[config.mk]
export PLATFORM = sky130hd
export DESIGN_NAME = thermo_stream_decoder_flat
export DESIGN_NICKNAME = d
export VERILOG_FILES = /design/src/rtl/thermo_stream_if.sv /design/src/rtl/thermo_stream_decoder.sv /design/src/flat_wrapper.sv
export SDC_FILE = /design/constraint.sdc
export NUM_CORES = 1
export LEC_CHECK = 0
export CAP_MARGIN = 10
export CORE_MARGIN = 3
export CORE_UTILIZATION = 57
export CTS_CLUSTER_SIZE = 10
export DETAILED_ROUTE_END_ITERATION = 8
export PLACE_DENSITY = 0.89
export SLEW_MARGIN = 40
export SYNTH_ARGS = -nofsm -noshare
export SYNTH_HDL_FRONTEND = slang
export SYNTH_SLANG_ARGS = --single-unit
[constraint.sdc]
create_clock -name clk -period 8.7 [get_ports clk]
set_clock_uncertainty 0.15 [all_clocks]
set_input_delay 1.305 -clock clk [delete_from_list [all_inputs] [get_ports clk]]
set_output_delay 1.305 -clock clk [all_outputs]
set_load 0.05 [all_outputs]
[src/rtl/thermo_stream_if.sv]
// Valid/ready stream bundle between the classifier register stage and the
// result collector: thermometer codes in, decoded levels out.
interface thermo_stream_if #(
    parameter int WIDTH = 9,
    parameter int CW    = $clog2(WIDTH + 1)
) ();
    logic             in_valid;
    logic             in_ready;
    logic [WIDTH-1:0] inp;
    logic             out_valid;
    logic             out_ready;
    logic [CW-1:0]    outp;
    logic             out_err;

    modport master (
        output in_valid, inp, out_ready,
        input  in_ready, out_valid, outp, out_err
    );

    modport slave (
        input  in_valid, inp, out_ready,
        output in_ready, out_valid, outp, out_err
    );
endinterface

[src/rtl/thermo_stream_decoder.sv]
// Thermometer-code to binary decoder with a one-deep output register and
// per-window sum/max/error statistics over transferred samples.
module thermo_stream_decoder #(
    parameter int WIDTH  = 9,
    parameter int WINDOW = 8,
    localparam int CW    = $clog2(WIDTH + 1),
    localparam int SW    = CW + $clog2(WINDOW),
    localparam int EW    = $clog2(WINDOW + 1)
) (
    input  logic          clk,
    input  logic          rst,
    thermo_stream_if.slave bus,
    output logic          win_valid,
    output logic [SW-1:0] win_sum,
    output logic [CW-1:0] win_max,
    output logic [EW-1:0] win_err_cnt
);
    localparam int NW = $clog2(WINDOW);

    logic [WIDTH-1:0] run;
    logic [CW-1:0]    level_next;
    logic             err_next;

    logic             out_valid_reg;
    logic [CW-1:0]    outp_reg;
    logic             out_err_reg;

    logic [NW-1:0]    cnt_reg;
    logic [SW-1:0]    acc_sum_reg;
    logic [CW-1:0]    acc_max_reg;
    logic [EW-1:0]    acc_err_reg;
    logic             win_valid_reg;
    logic [SW-1:0]    win_sum_reg;
    logic [CW-1:0]    win_max_reg;
    logic [EW-1:0]    win_err_reg;

    logic [SW-1:0]    sum_next;
    logic [CW-1:0]    max_next;
    logic [EW-1:0]    errc_next;

    logic             in_fire;
    logic             out_fire;

    // run[i] is set when bits 0..i are all ones, so run is the legal prefix of inp
    genvar gi;
    generate
        for (gi = 0; gi < WIDTH; gi++) begin : g_run
            assign run[gi] = &bus.inp[gi:0];
        end
    endgenerate

    always_comb begin
        level_next = '0;
        for (int i = 0; i < WIDTH; i++) begin
            level_next = level_next + CW'(run[i]);
        end
        // any set bit outside the legal prefix is a bubble
        err_next = |(bus.inp & ~run);
    end

    assign bus.in_ready = !out_valid_reg || bus.out_ready;
    assign in_fire      = bus.in_valid && bus.in_ready;
    assign out_fire     = out_valid_reg && bus.out_ready;

    assign sum_next  = acc_sum_reg + SW'(outp_reg);
    assign max_next  = (outp_reg > acc_max_reg) ? outp_reg : acc_max_reg;
    assign errc_next = acc_err_reg + EW'(out_err_reg);

    always_ff @(posedge clk) begin
        if (rst) begin
            out_valid_reg <= 1'b0;
            outp_reg      <= '0;
            out_err_reg   <= 1'b0;
            cnt_reg       <= '0;
            acc_sum_reg   <= '0;
            acc_max_reg   <= '0;
            acc_err_reg   <= '0;
            win_valid_reg <= 1'b0;
            win_sum_reg   <= '0;
            win_max_reg   <= '0;
            win_err_reg   <= '0;
        end else begin
            if (in_fire) begin
                out_valid_reg <= 1'b1;
                outp_reg      <= level_next;
                out_err_reg   <= err_next;
            end else if (out_fire) begin
                out_valid_reg <= 1'b0;
            end

            win_valid_reg <= 1'b0;
            if (out_fire) begin
                if (cnt_reg == NW'(WINDOW - 1)) begin
                    // the completing sample goes straight into the published result
                    win_valid_reg <= 1'b1;
                    win_sum_reg   <= sum_next;
                    win_max_reg   <= max_next;
                    win_err_reg   <= errc_next;
                    cnt_reg       <= '0;
                    acc_sum_reg   <= '0;
                    acc_max_reg   <= '0;
                    acc_err_reg   <= '0;
                end else begin
                    cnt_reg       <= cnt_reg + NW'(1);
                    acc_sum_reg   <= sum_next;
                    acc_max_reg   <= max_next;
                    acc_err_reg   <= errc_next;
                end
            end
        end
    end

    assign bus.out_valid = out_valid_reg;
    assign bus.outp      = outp_reg;
    assign bus.out_err   = out_err_reg;
    assign win_valid     = win_valid_reg;
    assign win_sum       = win_sum_reg;
    assign win_max       = win_max_reg;
    assign win_err_cnt   = win_err_reg;
endmodule
[src/flat_wrapper.sv]
// flat-port wrapper written by rule: the top's interface ports become plain ports
module thermo_stream_decoder_flat 
#(
    parameter int WIDTH  = 9,
    parameter int WINDOW = 8,
    localparam int CW    = $clog2(WIDTH + 1),
    localparam int SW    = CW + $clog2(WINDOW),
    localparam int EW    = $clog2(WINDOW + 1)
)
  (clk, rst, win_valid, win_sum, win_max, win_err_cnt, bus_in_valid, bus_inp, bus_out_ready, bus_in_ready, bus_out_valid, bus_outp, bus_out_err);
  thermo_stream_if #(.WIDTH(WIDTH)) bus_i ();
  input  logic clk;
  input  logic rst;
  output logic win_valid;
  output logic [SW-1:0] win_sum;
  output logic [CW-1:0] win_max;
  output logic [EW-1:0] win_err_cnt;
  input wire logic [$bits(bus_i.in_valid)-1:0] bus_in_valid;
  input wire logic [$bits(bus_i.inp)-1:0] bus_inp;
  input wire logic [$bits(bus_i.out_ready)-1:0] bus_out_ready;
  output wire logic [$bits(bus_i.in_ready)-1:0] bus_in_ready;
  output wire logic [$bits(bus_i.out_valid)-1:0] bus_out_valid;
  output wire logic [$bits(bus_i.outp)-1:0] bus_outp;
  output wire logic [$bits(bus_i.out_err)-1:0] bus_out_err;
  assign bus_i.in_valid = bus_in_valid;
  assign bus_i.inp = bus_inp;
  assign bus_i.out_ready = bus_out_ready;
  assign bus_in_ready = bus_i.in_ready;
  assign bus_out_valid = bus_i.out_valid;
  assign bus_outp = bus_i.outp;
  assign bus_out_err = bus_i.out_err;
  thermo_stream_decoder #(.WIDTH(WIDTH), .WINDOW(WINDOW)) u_core (.clk(clk), .rst(rst), .bus(bus_i), .win_valid(win_valid), .win_sum(win_sum), .win_max(win_max), .win_err_cnt(win_err_cnt));
endmodule
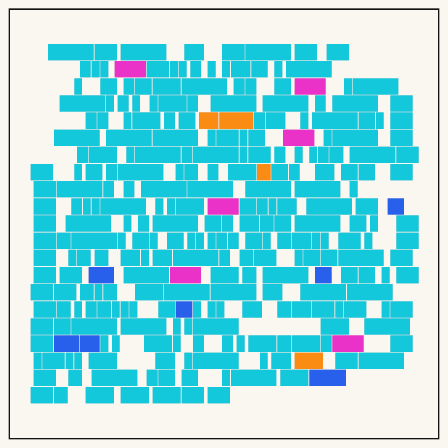
*Cell sizes after repair, run 1*
- blue: _3 and _4 cells (cells 7; share 2.5%)
- magenta: _6 and larger (cells 6; share 2.2%)
- cyan: _0 and _1 cells (cells 262; share 94%)
- orange: _2 cells (cells 4; share 1.4%)

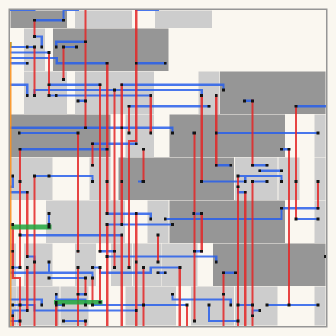
*Layout detail, run 1*
Region (41, 41) to (61, 61) um. Cells in grey, sequential cells in the stronger grey; small squares are vias.
- red: metal 2
- blue: metal 1
- orange: metal 4
- green: metal 3
- sequential cells in the window: 7
- most frequent: dfxtp_1 (7), nor2_1 (6)
- netlist names of flops here include: `u_core.win_sum` (4)
- cells with their middle in the window: 28

==> flow_summary.toml, run 1 <==
# flow metrics
[place]
placed_area_mm2 = 0.00255
hpwl_um = 3350

[global_route]
grt_use_met1_pct = 28.2
use_met2_pct = 38.2
overflow = 0

[clocking]
clock-root-buffer = "clkbuf_8"
cts_tree = "done"
clk_pin_slew_worst_paths_ps = 80
post_cts_resized = 0

[setup_path]
critPathCaptureType = "flop"
cp-start-kind = "primary input"
regToRegSetupSlack_ps = 6290
crit_path_top_delay_cell = "fa_1"
path_class = "in -> reg"

[power_and_ir_drop]
comb-power_mw = 0.0529
power.share.sequential_pct = 50.7
total_power_mw = 0.374

[layout]
area_growth_syn_to_layout_pct = 21.3
layout.nonclk_buf_share_pct = 13.5
nMultiInputCombCells = 179
n_antenna_cell = 0
stdcell_count = 325

[synthesis]
simple_gate_share_pct = 21.0
synthAoiAreaFrac_pct = 16.6
synth-adder-area-share_pct = 15.3
async_flop_share_pct = 0
synth.area.mux_share_pct = 2.29
common_cells = "40 x dfxtp_1, 28 x nor2_1, 23 x nand2_1"
ys.flops = 40

[flow_run]
warning_count = 28
cap_violations = 0

[drt]
via_per_inst = 5.64
drt_iter0_markers = 108
drcViolationCount = 0
dr_wl_met3_um = 323
vias = 1833

[floorplan]
die_w_um = 67.9
core_mm2 = 0.00352
die_area_mm2 = 0.00461
die_y_um = 67.9
row_count = 21

[timing]
tightest_slew_ps = 786
fin_setup_tns_ps = 0
fin_hold_ws_ps = 313
worst_slack_ps = 3770

[outcome]
status = "finished, final reports clean"
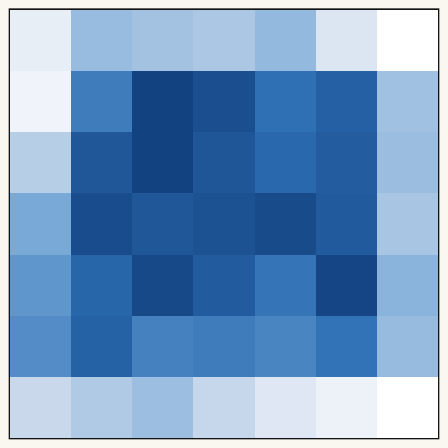
*Placement density heat map, run 1*
The die is cut into 7 by 7 equal tiles; white is low, dark blue is high, 0 to 100% covered.
- densest ninth of the die: centre
- mean over tiles: 56%
- tiles over 75% full: 37%
- fullest tile: 93%
- nearly empty tiles: 4.1%

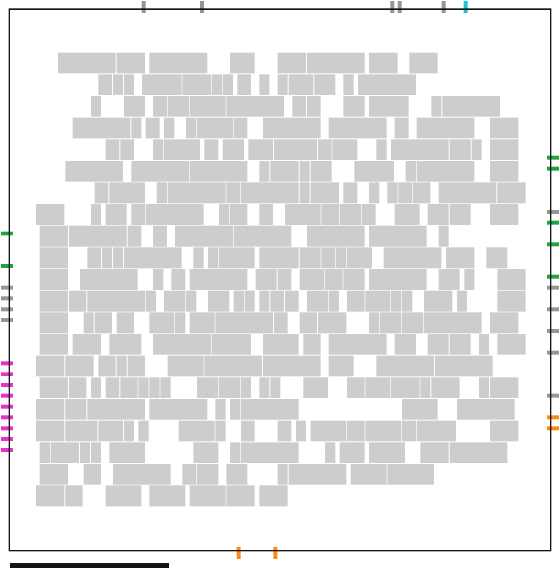
*Pin placement, run 1*
Scale bar: 20 um. Pins as bars across the die edge, other pins in grey.
- cyan: `clk` (pins 1; direction input; edge north)
- magenta: `bus_inp` (pins 9; direction input; edge west)
- green: `win_sum` (pins 7; direction output; edge 5 east, 2 west)
- orange: `bus_outp` (pins 4; direction output; edge 2 south, 2 east)
- all pins by edge: 15 west, 13 east, 6 north, 2 south

==> run 2, diff against run 1 <==
Settings changed: CORE_UTILIZATION 57 to 48, PLACE_DENSITY 0.89 to 0.8.
Clock period 8.7 ns to 4.45 ns, I/O delays scaled along.
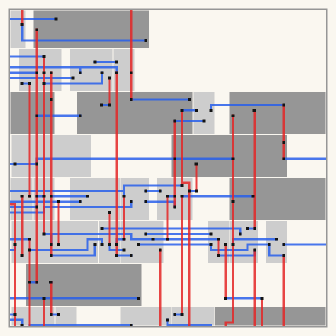
*Layout detail, run 2*
Region (45, 45) to (65, 65) um. Cells in grey, sequential cells in the stronger grey; small squares are vias.
- red: metal 2
- blue: metal 1
- most frequent: nor2_1 (6), dfxtp_1 (6), a211oi_1 (2)
- sequential cells in the window: 6
- cells with their middle in the window: 22
- netlist names of flops here include: `u_core.win_sum` (3), `u_core.win_err_cnt` (2)

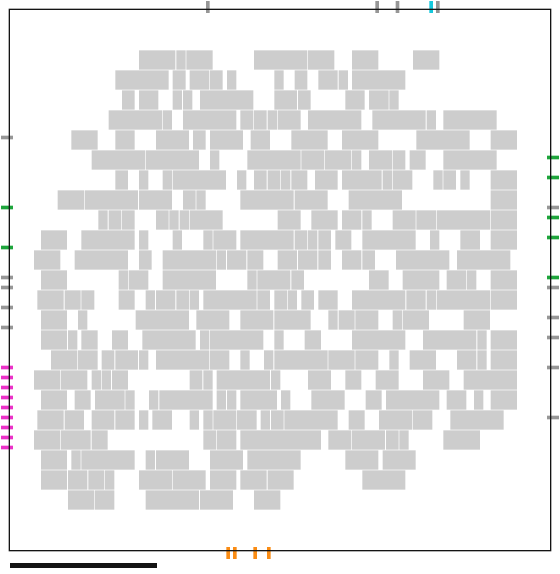
*Pin placement, run 2*
Scale bar: 20 um. Pins as bars across the die edge, other pins in grey.
- magenta: `bus_inp` (pins 9; direction input; edge west)
- green: `win_sum` (pins 7; direction output; edge 5 east, 2 west)
- cyan: `clk` (pins 1; direction input; edge north)
- orange: `bus_outp` (pins 4; direction output; edge south)
- all pins by edge: 16 west, 11 east, 5 north, 4 south

==> flow_summary.toml, run 2 <==
# flow metrics
[outcome]
status = "finished, final reports clean"

[power_and_ir_drop]
comb-power_mw = 0.106
power.share.sequential_pct = 46.6
total_power_mw = 0.795

[layout]
area_growth_syn_to_layout_pct = 24.7
stdcell_count = 334
n_antenna_cell = 0
nMultiInputCombCells = 179

[global_route]
grt_use_met1_pct = 22.6
use_met2_pct = 29.9
overflow = 0

[floorplan]
die_area_mm2 = 0.00539
row_count = 23
die_y_um = 73.4

[setup_path]
cp-start-kind = "primary input"
regToRegSetupSlack_ps = 2220
path_class = "in -> reg"
critPathCaptureType = "flop"
crit_path_top_delay_cell = "fa_1"

[synthesis]
synth.area.mux_share_pct = 2.29
common_cells = "40 x dfxtp_1, 28 x nor2_1, 23 x nand2_1"
ys.flops = 40
simple_gate_share_pct = 21.0

[timing]
worst_slack_ps = 224

[drt]
drt_iter0_markers = 94
dr_wl_met3_um = 197
vias = 1792

[place]
hpwl_um = 3280

[clocking]
clk_pin_slew_worst_paths_ps = 70
clock-root-buffer = "clkbuf_8"
cts_tree = "done"
==> run 3, diff against run 2 <==
Settings changed: ABC_AREA set to 1, PLACE_DENSITY 0.8 to 0.79.
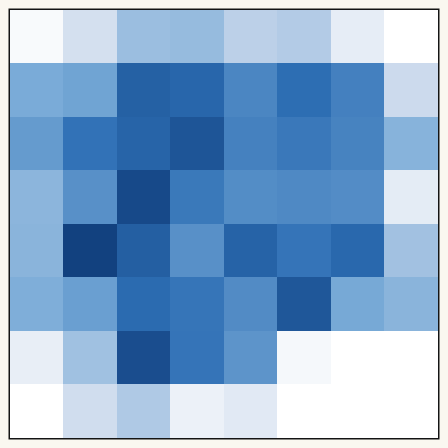
*Placement density heat map, run 3*
The die is cut into 8 by 8 equal tiles; white is low, dark blue is high, 0 to 100% covered.
- densest ninth of the die: centre
- nearly empty tiles: 11%
- mean over tiles: 48%
- emptiest ninth of the die: south-east

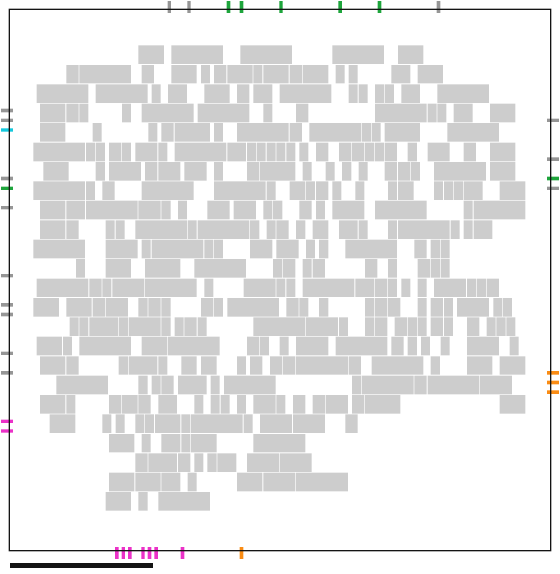
*Pin placement, run 3*
Scale bar: 20 um. Pins as bars across the die edge, other pins in grey.
- cyan: `clk` (pins 1; direction input; edge west)
- green: `win_sum` (pins 7; direction output; edge 5 north, 1 west, 1 east)
- magenta: `bus_inp` (pins 9; direction input; edge 7 south, 2 west)
- orange: `bus_outp` (pins 4; direction output; edge 3 east, 1 south)
- all pins by edge: 13 west, 8 south, 8 north, 7 east

==> flow_summary.toml, run 3 <==
# flow metrics
[synthesis]
async_flop_share_pct = 0
ys.flops = 40
common_cells = "78 x nand2_1, 44 x inv_1, 40 x dfxtp_1"

[layout]
area_growth_syn_to_layout_pct = 20.3
nMultiInputCombCells = 212

[power_and_ir_drop]
comb-power_mw = 0.128

[global_route]
overflow = 0
use_met2_pct = 30.5

[clocking]
clk_pin_slew_worst_paths_ps = 70
clock-root-buffer = "clkbuf_8"

[drt]
vias = 1960
dr_wl_met3_um = 141
via_per_inst = 4.92

[outcome]
status = "finished, final reports clean"

[setup_path]
path_class = "in -> reg"
cp-start-kind = "primary input"
regToRegSetupSlack_ps = 2530

[timing]
worst_slack_ps = 217
tightest_slew_ps = 505

[floorplan]
die_w_um = 75.6
die_y_um = 75.6
core_mm2 = 0.00450
die_area_mm2 = 0.00572

[flow_run]
warning_count = 28

[place]
hpwl_um = 3370
